<file path="src/rtl/vsfx_opq.sv">
// Operand issue queue for the vsfx byte shift/rotate units: DEPTH-entry FIFO plus one registered output stage.
// Optional same-edge bypass into the output register when `VSFX_OPQ_BYPASS_EN is defined.
module vsfx_opq #(
    parameter int DEPTH = 4,
    parameter int TAGW  = 5
) (
    input  logic                       clk,
    input  logic                       rst_n,
    input  logic                       flush,
    input  logic                       in_valid,
    output logic                       in_ready,
    input  logic [3:0]                 in_op,
    input  logic [31:0]                in_vra,
    input  logic [31:0]                in_vrb,
    input  logic [TAGW-1:0]            in_tag,
    output logic                       out_valid,
    input  logic                       out_ready,
    output logic [3:0]                 out_op,
    output logic [31:0]                out_vra,
    output logic [31:0]                out_vrb,
    output logic [11:0]                out_sh,
    output logic [TAGW-1:0]            out_tag,
    output logic                       out_illegal,
    output logic [$clog2(DEPTH+2)-1:0] occ
);

    localparam int PW = $clog2(DEPTH);
    localparam int CW = $clog2(DEPTH + 1);
    localparam int OW = $clog2(DEPTH + 2);

    typedef struct packed {
        logic [3:0]      op;
        logic [31:0]     vra;
        logic [31:0]     vrb;
        logic [TAGW-1:0] tag;
    } entry_t;

    entry_t        mem [DEPTH];
    entry_t        in_entry;
    entry_t        or_src;
    logic [PW-1:0] wr_ptr;
    logic [PW-1:0] rd_ptr;
    logic [CW-1:0] count;
    logic          live;
    logic          push;
    logic          or_load;
    logic          byp;
    logic          fifo_wr;
    logic          fifo_pop;
    logic          or_fill;

    assign in_entry = '{op: in_op, vra: in_vra, vrb: in_vrb, tag: in_tag};

    // live holds in_ready low from reset until the first edge after release.
    assign in_ready = live & !flush & (count < CW'(DEPTH));
    assign push     = in_valid & in_ready;
    assign or_load  = !out_valid | out_ready;
    assign fifo_pop = or_load & (count != '0);

`ifdef VSFX_OPQ_BYPASS_EN
    assign byp = push & (count == '0) & or_load;
`else
    assign byp = 1'b0;
`endif

    assign fifo_wr = push & !byp;
    assign or_fill = fifo_pop | byp;
    assign or_src  = byp ? in_entry : mem[rd_ptr];
    assign occ     = OW'(count) + OW'(out_valid);

    // NOTE: payload storage is not reset; count and pointers alone decide which entries are valid.
    always_ff @(posedge clk) begin
        if (fifo_wr) begin
            mem[wr_ptr] <= in_entry;
        end
    end

    // NOTE: all sequential state uses non-blocking assignments so every flop samples pre-edge values.
    always_ff @(posedge clk or negedge rst_n) begin
        if (!rst_n) begin
            live        <= 1'b0;
            wr_ptr      <= '0;
            rd_ptr      <= '0;
            count       <= '0;
            out_valid   <= 1'b0;
            out_op      <= '0;
            out_vra     <= '0;
            out_vrb     <= '0;
            out_sh      <= '0;
            out_tag     <= '0;
            out_illegal <= 1'b0;
        end else begin
            live <= 1'b1;
            if (flush) begin
                wr_ptr    <= '0;
                rd_ptr    <= '0;
                count     <= '0;
                out_valid <= 1'b0;
            end else begin
                if (fifo_wr) begin
                    wr_ptr <= wr_ptr + PW'(1);
                end
                if (fifo_pop) begin
                    rd_ptr <= rd_ptr + PW'(1);
                end
                if (fifo_wr && !fifo_pop) begin
                    count <= count + CW'(1);
                end else if (!fifo_wr && fifo_pop) begin
                    count <= count - CW'(1);
                end
                if (or_load) begin
                    out_valid <= or_fill;
                    if (or_fill) begin
                        out_op      <= or_src.op;
                        out_vra     <= or_src.vra;
                        out_vrb     <= or_src.vrb;
                        out_sh      <= {or_src.vrb[26:24], or_src.vrb[18:16],
                                        or_src.vrb[10:8],  or_src.vrb[2:0]};
                        out_tag     <= or_src.tag;
                        out_illegal <= |or_src.op[3:2];
                    end
                end
            end
        end
    end

endmodule
</file>
<file path="config.mk">
export PLATFORM = sky130hd
export DESIGN_NAME = vsfx_opq
export DESIGN_NICKNAME = d
export VERILOG_FILES = /design/src/rtl/vsfx_opq.sv
export SDC_FILE = /design/constraint.sdc
export NUM_CORES = 1
export LEC_CHECK = 0
export CORE_ASPECT_RATIO = 1.75
export CORE_MARGIN = 10
export CORE_UTILIZATION = 60
export DETAILED_ROUTE_END_ITERATION = 12
export HOLD_SLACK_MARGIN = 0.03
export PLACE_DENSITY = 0.9
export SETUP_SLACK_MARGIN = 0.1
export SYNTH_ARGS = -nofsm -noshare
export SYNTH_HDL_FRONTEND = slang
export SYNTH_SLANG_ARGS = --single-unit
</file>
<file path="constraint.sdc">
create_clock -name clk -period 6 [get_ports clk]
set_clock_uncertainty 0.1 [all_clocks]
set_input_delay 1.2 -clock clk [delete_from_list [all_inputs] [get_ports clk]]
set_output_delay 1.2 -clock clk [all_outputs]
set_load 0.05 [all_outputs]
</file>
**Clock wires, drivers and flops**

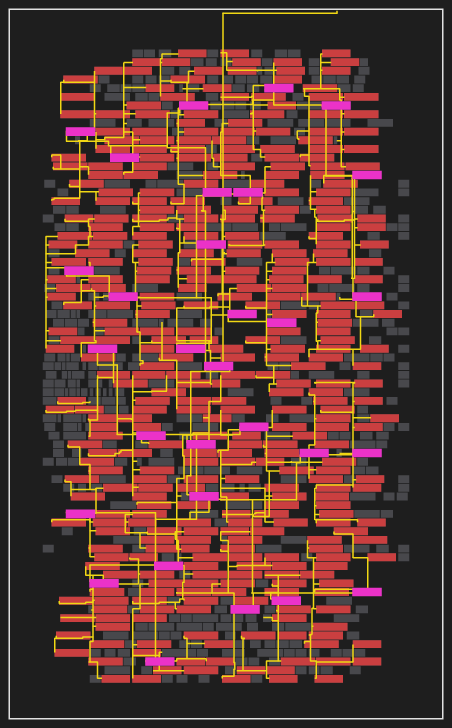
flip-flops: drawn in red, count 375. clock-net drivers: drawn in magenta, count 30. clock wires: drawn in yellow, length 3580 µm.
There are 31 routed clock nets.

**Routing congestion map**

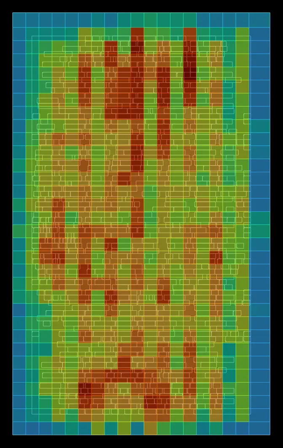
GR Layer Usage met3: 3.516%
met2 Use GR: 31.94%

**Cells colored by class**

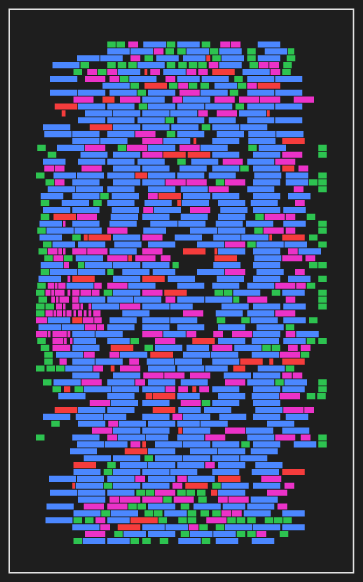
clock drivers and dummy loads: drawn in red, cells 56, share of their area 5.9%. sequential cells: drawn in blue, cells 375, share of their area 66%. remaining logic cells: drawn in magenta, cells 197, share of their area 17%. remaining buffers and delay cells: drawn in green, cells 172, share of their area 10%.

**PDN straps and rails**

The bar under the picture is 50 µm long. Pins as bars on the die edge.
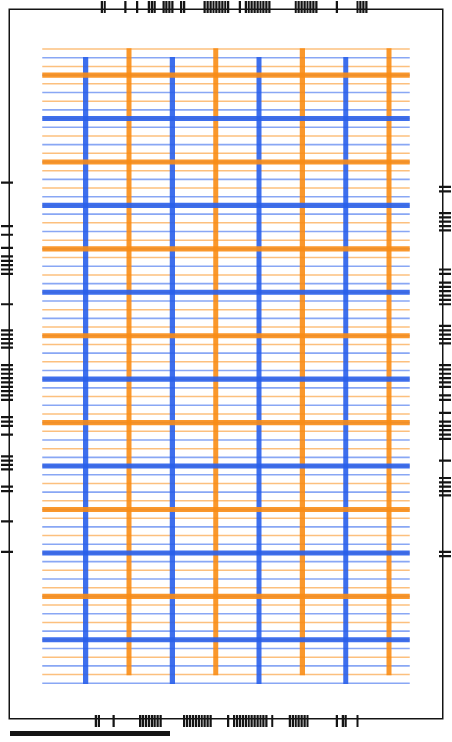
VDD: drawn in orange. VSS: drawn in blue.
169 signal pins sit on the boundary. 8 straps on met4. 74 met1 rails follow the rows.

==> impl_metrics.py <==
# Flow results
metrics = {
    "grt": {
        "grt-ovfl-total": 0,
    },
    "final_layout": {
        "lay_top_count": "edfxtp_1",
        "area_growth_syn_to_layout_pct": 20.20,
        "num_antenna_cells": 2,
        "regArea_um2": 10850,
        "sh_seq_area_pct": 64.76,
        "n_fill_cell": 1282,
        "n_all_inverters": 4,
    },
    "setup_path": {
        "r2r-end": "out_vrb[5]",
        "reg2regPathDepth": 3,
        "path_common_cell": "clkdlybuf4s50_1",
        "critical_path.startpoint": "flush",
        "critPathKind": "input port to output pin",
        "cp.arrival_ns": 3.16,
    },
    "synth": {
        "adder_share_pct": 0.6820,
        "ys_cells": 610,
    },
    "routing": {
        "wl_per_cell_um": 24.97,
        "drtPass1Iterations": 5,
        "drc": 0,
    },
    "pwr": {
        "p_leak_nw": 5.611,
        "pg_seq_mw": 3.46,
    },
    "die": {
        "dieWidth_um": 135.2,
        "die-area_um2": 29980,
    },
    "clock_network": {
        "clkSlewWorstSetupHoldPaths_ns": 0.07,
        "cts_setup_buffers": 0,
        "tritoncts": "built",
        "hold_buffers": 0,
    },
    "placed_design": {
        "port_buffers": 168,
    },
    "timing": {
        "maxSlewViolCount": 0,
    },
    "outcome": {
        "outcome": "finished clean",
    },
}
[worst max-delay path: cells and delay by family]
family | cells | cell delay, ns
simple gates | 1 | 0.40
buf+inv | 2 | 1.55
[Yosys cell counts (all sizes together)]
master and number:
nand2b 1, inv 4, nor3b 2, a31oi 1, nor2 12, mux4 73, nand2 2, conb 1
buf 33, ha 6, edfxtp 292, mux2 75, nor3 2, xor2 1, xnor2 4, dfrtp 83
or4 1, clkbuf 5, or3b 1, nor2b 2, a21oi 3, and2 4, and4bb 1, fa 1
[registers in the layout, indices dropped and copies added, names as in the netlist]
name and flops:
out_valid 1, out_vra 32, out_illegal 1, wr_ptr 2, out_op 4, live 1, count 3, out_tag 5
rd_ptr 2, mem 292, out_vrb 32
Power is estimated from default activity; no workload was simulated.
